[config.mk]
export PLATFORM = sky130hd
export DESIGN_NAME = packet_framer_flat
export DESIGN_NICKNAME = d
export VERILOG_FILES = /design/src/rtl/packet_framer_pkg.sv /design/src/rtl/packet_framer_if.sv /design/src/rtl/packet_framer.sv /design/src/flat_wrapper.sv
export SDC_FILE = /design/constraint.sdc
export NUM_CORES = 1
export LEC_CHECK = 0
export ABC_AREA = 1
export CORE_MARGIN = 1
export CORE_UTILIZATION = 50
export DETAILED_ROUTE_END_ITERATION = 6
export GPL_TIMING_DRIVEN = 0
export PLACE_DENSITY = 0.81
export SYNTH_ARGS = -nofsm -noshare
export SYNTH_HDL_FRONTEND = slang
export SYNTH_SLANG_ARGS = --single-unit
[constraint.sdc]
create_clock -name clk -period 3.9 [get_ports clk]
set_input_delay 0.78 -clock clk [delete_from_list [all_inputs] [get_ports clk]]
set_output_delay 0.78 -clock clk [all_outputs]
set_load 0.1 [all_outputs]
[src/rtl/packet_framer_pkg.sv]
// Shared definitions for the framing path: FSM states, confi field layout and
// counter widths. Also imported by data_packer.
package packet_framer_pkg;

    typedef enum logic [1:0] {
        IDLE = 2'd0,
        PASS = 2'd1,
        PAD  = 2'd2
    } state_t;

    localparam int CONFI_W   = 16;
    localparam int LEN_LSB   = 0;
    localparam int LEN_MSB   = 7;
    localparam int LEN_W     = LEN_MSB - LEN_LSB + 1;
    localparam int PKT_CNT_W = 16;

    function automatic logic [LEN_W-1:0] cfg_len(input logic [CONFI_W-1:0] confi);
        return confi[LEN_MSB:LEN_LSB];
    endfunction

endpackage

[src/rtl/packet_framer_if.sv]
// Byte stream bundle used on both sides of the framer.
// Handshake: a beat transfers on a rising clk edge where tvalid and tready are
// both 1; once tvalid is raised, tdata/tlast/tuser hold until that transfer.
interface packet_framer_if #(
    parameter int DATA_WIDTH = 8
);
    logic [DATA_WIDTH-1:0] tdata;
    logic                  tvalid;
    logic                  tready;
    logic                  tlast;
    logic                  tuser;

    modport master (output tdata, output tvalid, output tlast, output tuser, input tready);
    modport slave  (input tdata, input tvalid, input tlast, input tuser, output tready);
endinterface

[src/rtl/packet_framer.sv]
// Cuts a raw byte stream into packets of L bytes, zero-padding the last packet
// (pad bytes flagged on tuser) when the stream ends early.
module packet_framer
    import packet_framer_pkg::*;
#(
    parameter int DATA_WIDTH = 8
) (
    input  logic                 clk,
    input  logic                 reset,
    input  logic [CONFI_W-1:0]   confi,
    packet_framer_if.slave       s_axis,
    packet_framer_if.master      m_axis,
    output logic [PKT_CNT_W-1:0] pkt_count,
    output logic                 cfg_err,
    output state_t               fsm_state
);

    state_t                state, state_nxt;
    logic [LEN_W-1:0]      len_r, len_nxt;
    logic [7:0]            byte_cnt, cnt_nxt;
    logic                  m_valid, valid_nxt;
    logic [DATA_WIDTH-1:0] m_data, data_nxt;
    logic                  m_last, last_nxt;
    logic                  m_user, user_nxt;
    logic                  out_ready;
    logic                  boundary;
    logic                  s_ready;
    logic [8:0]            unused_bits;

    assign unused_bits = {confi[15:8], s_axis.tuser};

    assign out_ready = !m_valid || m_axis.tready;
    assign boundary  = (byte_cnt == len_r - 8'd1);

    always_comb begin
        state_nxt = state;
        len_nxt   = len_r;
        cnt_nxt   = byte_cnt;
        // Without a new load the register drains when the consumer takes it.
        valid_nxt = m_valid && !m_axis.tready;
        data_nxt  = m_data;
        last_nxt  = m_last;
        user_nxt  = m_user;
        s_ready   = 1'b0;
        cfg_err   = 1'b0;
        unique case (state)
            IDLE: begin
                if (cfg_len(confi) != '0) begin
                    len_nxt   = cfg_len(confi);
                    cnt_nxt   = '0;
                    state_nxt = PASS;
                end else begin
                    cfg_err = 1'b1;
                end
            end
            PASS: begin
                s_ready = out_ready;
                if (s_axis.tvalid && out_ready) begin
                    valid_nxt = 1'b1;
                    data_nxt  = s_axis.tdata;
                    last_nxt  = boundary;
                    user_nxt  = 1'b0;
                    cnt_nxt   = boundary ? 8'd0 : byte_cnt + 8'd1;
                    if (s_axis.tlast) state_nxt = boundary ? IDLE : PAD;
                end
            end
            PAD: begin
                if (out_ready) begin
                    valid_nxt = 1'b1;
                    data_nxt  = '0;
                    last_nxt  = boundary;
                    user_nxt  = 1'b1;
                    cnt_nxt   = boundary ? 8'd0 : byte_cnt + 8'd1;
                    if (boundary) state_nxt = IDLE;
                end
            end
            default: state_nxt = IDLE;
        endcase
    end

    always_ff @(posedge clk or posedge reset) begin
        if (reset) begin
            state    <= IDLE;
            len_r    <= '0;
            byte_cnt <= '0;
            m_valid  <= 1'b0;
            m_data   <= '0;
            m_last   <= 1'b0;
            m_user   <= 1'b0;
        end else begin
            state    <= state_nxt;
            len_r    <= len_nxt;
            byte_cnt <= cnt_nxt;
            m_valid  <= valid_nxt;
            m_data   <= data_nxt;
            m_last   <= last_nxt;
            m_user   <= user_nxt;
        end
    end

    always_ff @(posedge clk or posedge reset) begin
        if (reset) begin
            pkt_count <= '0;
        end else if (m_valid && m_axis.tready && m_last) begin
            pkt_count <= pkt_count + 1'b1;
        end
    end

    assign s_axis.tready = s_ready;
    assign m_axis.tvalid = m_valid;
    assign m_axis.tdata  = m_data;
    assign m_axis.tlast  = m_last;
    assign m_axis.tuser  = m_user;
    assign fsm_state     = state;

endmodule

[src/flat_wrapper.sv]
// flat-port wrapper written by rule: the top's interface ports become plain ports
module packet_framer_flat import packet_framer_pkg::*;
#(
    parameter int DATA_WIDTH = 8
)
  (clk, reset, confi, pkt_count, cfg_err, fsm_state, s_axis_tdata, s_axis_tvalid, s_axis_tlast, s_axis_tuser, s_axis_tready, m_axis_tdata, m_axis_tvalid, m_axis_tlast, m_axis_tuser, m_axis_tready);
  packet_framer_if #(.DATA_WIDTH(DATA_WIDTH)) s_axis_i ();
  packet_framer_if #(.DATA_WIDTH(DATA_WIDTH)) m_axis_i ();
  input  logic clk;
  input  logic reset;
  input  logic [CONFI_W-1:0] confi;
  output logic [PKT_CNT_W-1:0] pkt_count;
  output logic cfg_err;
  output state_t fsm_state;
  input wire logic [$bits(s_axis_i.tdata)-1:0] s_axis_tdata;
  input wire logic [$bits(s_axis_i.tvalid)-1:0] s_axis_tvalid;
  input wire logic [$bits(s_axis_i.tlast)-1:0] s_axis_tlast;
  input wire logic [$bits(s_axis_i.tuser)-1:0] s_axis_tuser;
  output wire logic [$bits(s_axis_i.tready)-1:0] s_axis_tready;
  output wire logic [$bits(m_axis_i.tdata)-1:0] m_axis_tdata;
  output wire logic [$bits(m_axis_i.tvalid)-1:0] m_axis_tvalid;
  output wire logic [$bits(m_axis_i.tlast)-1:0] m_axis_tlast;
  output wire logic [$bits(m_axis_i.tuser)-1:0] m_axis_tuser;
  input wire logic [$bits(m_axis_i.tready)-1:0] m_axis_tready;
  assign s_axis_i.tdata = s_axis_tdata;
  assign s_axis_i.tvalid = s_axis_tvalid;
  assign s_axis_i.tlast = s_axis_tlast;
  assign s_axis_i.tuser = s_axis_tuser;
  assign s_axis_tready = s_axis_i.tready;
  assign m_axis_tdata = m_axis_i.tdata;
  assign m_axis_tvalid = m_axis_i.tvalid;
  assign m_axis_tlast = m_axis_i.tlast;
  assign m_axis_tuser = m_axis_i.tuser;
  assign m_axis_i.tready = m_axis_tready;
  packet_framer #(.DATA_WIDTH(DATA_WIDTH)) u_core (.clk(clk), .reset(reset), .confi(confi), .s_axis(s_axis_i), .m_axis(m_axis_i), .pkt_count(pkt_count), .cfg_err(cfg_err), .fsm_state(fsm_state));
endmodule
==> images/clock_map.png <==
Drawn at 4 px/um.
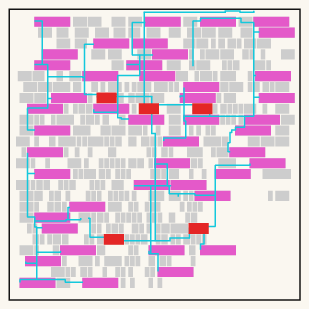
Key: cells driving clock nets = red [count 5]; flip-flops = magenta [count 45]; clock wires = cyan [length 560 um]
There are 6 routed clock nets. Position of the flops: widely spread.
clock skew: 6.79 ps
Clk network pwr share: 12.3%
Worst-Skew Late Latency: 300 ps
clk pwr: 0.000297 W

==> flow_metrics.py <==
# Physical implementation metrics
metrics = {
    "outcome": {
        "status": "finished clean",
    },
    "die": {
        "fp-row-count": 25,
        "core_area_mm2": 0.00475,
        "fp-utilization_pct": 52.0,
    },
    "final_timing": {
        "period_used_pct": 90.0,
        "slew_headroom_pct": 33.1,
        "final_max_slew_viol_count": 0,
        "timing.fmax_mhz": 285,
        "fin_crit_ps": 3510,
        "rsz0062_at_grt": "no",
        "tns_ps": 0,
        "tightest_slew_ps": 1000,
        "hold_viol_final": 0,
        "setup_slack_ps": 390,
    },
    "global_route": {
        "grt_remaining_overflow": 0,
        "antenna_found_initial": 0,
        "grt_pass1_wl_um": 8560,
    },
    "logic_synthesis": {
        "top_area_cell": "dfrtp_1",
        "top_cells_by_area": "dfrtp_1 (46%), nand2_1 (12%), inv_1 (7.7%)",
        "syn-cell-area_mm2": 0.00247,
        "syn_area_per_cell_um2": 7.97,
        "yosys_area_mm2": 0.00247,
        "synthAdderAreaFrac_pct": 3.54,
        "synthesis.nets": 347,
        "synth_cells": 310,
        "ys_cells": 310,
        "ys_sh_simple_pct": 29.7,
        "synth.logic.top_family": "simple AND/OR/NAND/NOR gates",
        "ys_types": 24,
        "synth_top_area_share_pct": 45.6,
        "ys_ff": 45,
    },
    "critical_path": {
        "crit_slowest_cell": "clkdlybuf4s50_1",
        "critPathTopFamily": "buffers and inverters",
        "worstPathBufferInverterCount": 4,
        "arrival_ps": 2730,
        "cp_max_fo": 2,
        "worstPathRequired_ps": 3120,
        "cp_slowest_stage_delay_ps": 1120,
        "start_kind": "input port",
    },
    "clock_network": {
        "hold_buffers": 0,
        "cts-resized-gates": 0,
        "htreeDepth": 2,
        "clkTransAtPathRegs_ps": 90,
    },
    "placement": {
        "place.gp.congestion": 0.825,
        "hpwl_um": 3960,
        "place_area_mm2": 0.00309,
        "dp.cells": 429,
        "io_buffers": 51,
    },
    "final_layout": {
        "utilization_pct": 66.8,
        "drive_gt1_share_pct": 8.11,
        "regMostFlops": "u_core.pkt_count",
        "final_cells": 437,
        "mostFrequentLayoutCell": "nand2_1",
        "fin_nets": 406,
    },
    "power": {
        "p_per_area_mw_per_mm2": 760,
        "power_w": 0.00241,
        "power_leakage_nw": 1.62,
    },
    "route": {
        "drc": 0,
        "wl_per_cell_um": 11.6,
        "antenna_left": 0,
        "routed_wl_um": 5070,
    },
    "job": {
        "maxCapViolations": 0,
        "warnings": 38,
    },
    "hold_path": {
        "hp-class": "reg2reg",
    },
}
==> images/final_clocks.png <==
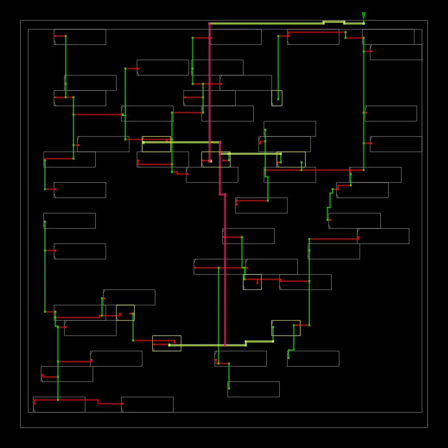
cts bufs inserted: 5
Clock buffer cells: 5
sink count of the clock tree: 45

-- logic make-up (layout without fill, tap and decap cells) --
family,count (synthesis),in the layout
fa+ha+maj,7,7
simple gates,160,160
flops,45,45
xor+xnor,16,16
buf+inv,55,115
compound gates,27,27
-- power by group --
part | internal, W | switching (W)
combinational | 0.000410 | 0.00101
sequential | 0.000586 | 0.000108
clock | 0.000127 | 0.000170
-- Yosys cell counts --
master and n:
ha_1 7, nand4_1 6, dfrtp_1 45, xnor2_1 6, nor2_4 3, buf_2 2
a21oi_1 1, nor3_1 1, nand4_2 1, o21bai_1 1, nor3_2 2, o21ai_1 1
inv_2 1, inv_1 51, nand3_2 4, nor3b_1 1, nor2_1 31, nor2_2 6
o21ai_0 16, xor2_1 10, nand2_1 82, a22o_1 8, buf_6 1, nand3_1 23
-- worst paths after layout --
path	startpoint	end	slack, ps	cells after the start
worst max register to register	u_core.len_r[0]$_DFFE_PP0P_	u_core.byte_cnt[7]$_DFFE_PP0P_	1990	12
worst min register to register	u_core.pkt_count[15]$_DFFE_PP0P_	u_core.pkt_count[15]$_DFFE_PP0P_	490	1
min in group asynchronous	reset	u_core.pkt_count[2]$_DFFE_PP0P_	750	2
worst max-delay path	confi[6]	cfg_err	390	7
max in group asynchronous	reset	u_core.len_r[6]$_DFFE_PP0P_	2670	3
worst min-delay path	u_core.pkt_count[15]$_DFFE_PP0P_	u_core.pkt_count[15]$_DFFE_PP0P_	490	1
-- per-layer routing --
metal  wire (um)  global-route usage [%]
met1        2350                    27.6
met2        2480                    35.4
met5           0                       0
met3         177                    4.44
met4          61                    6.32
-- final cells by class --
cell class,instances,area (um^2)
buffer,3,21.3
clock buffer,5,68.8
multi-input combinational,210,1130
fill,408,1580
sequential,45,1130
inverter,52,195
timing repair buffer,52,531
clock inverter,3,22.5
tap,67,83.8
Power is estimated from default activity; no workload was simulated.
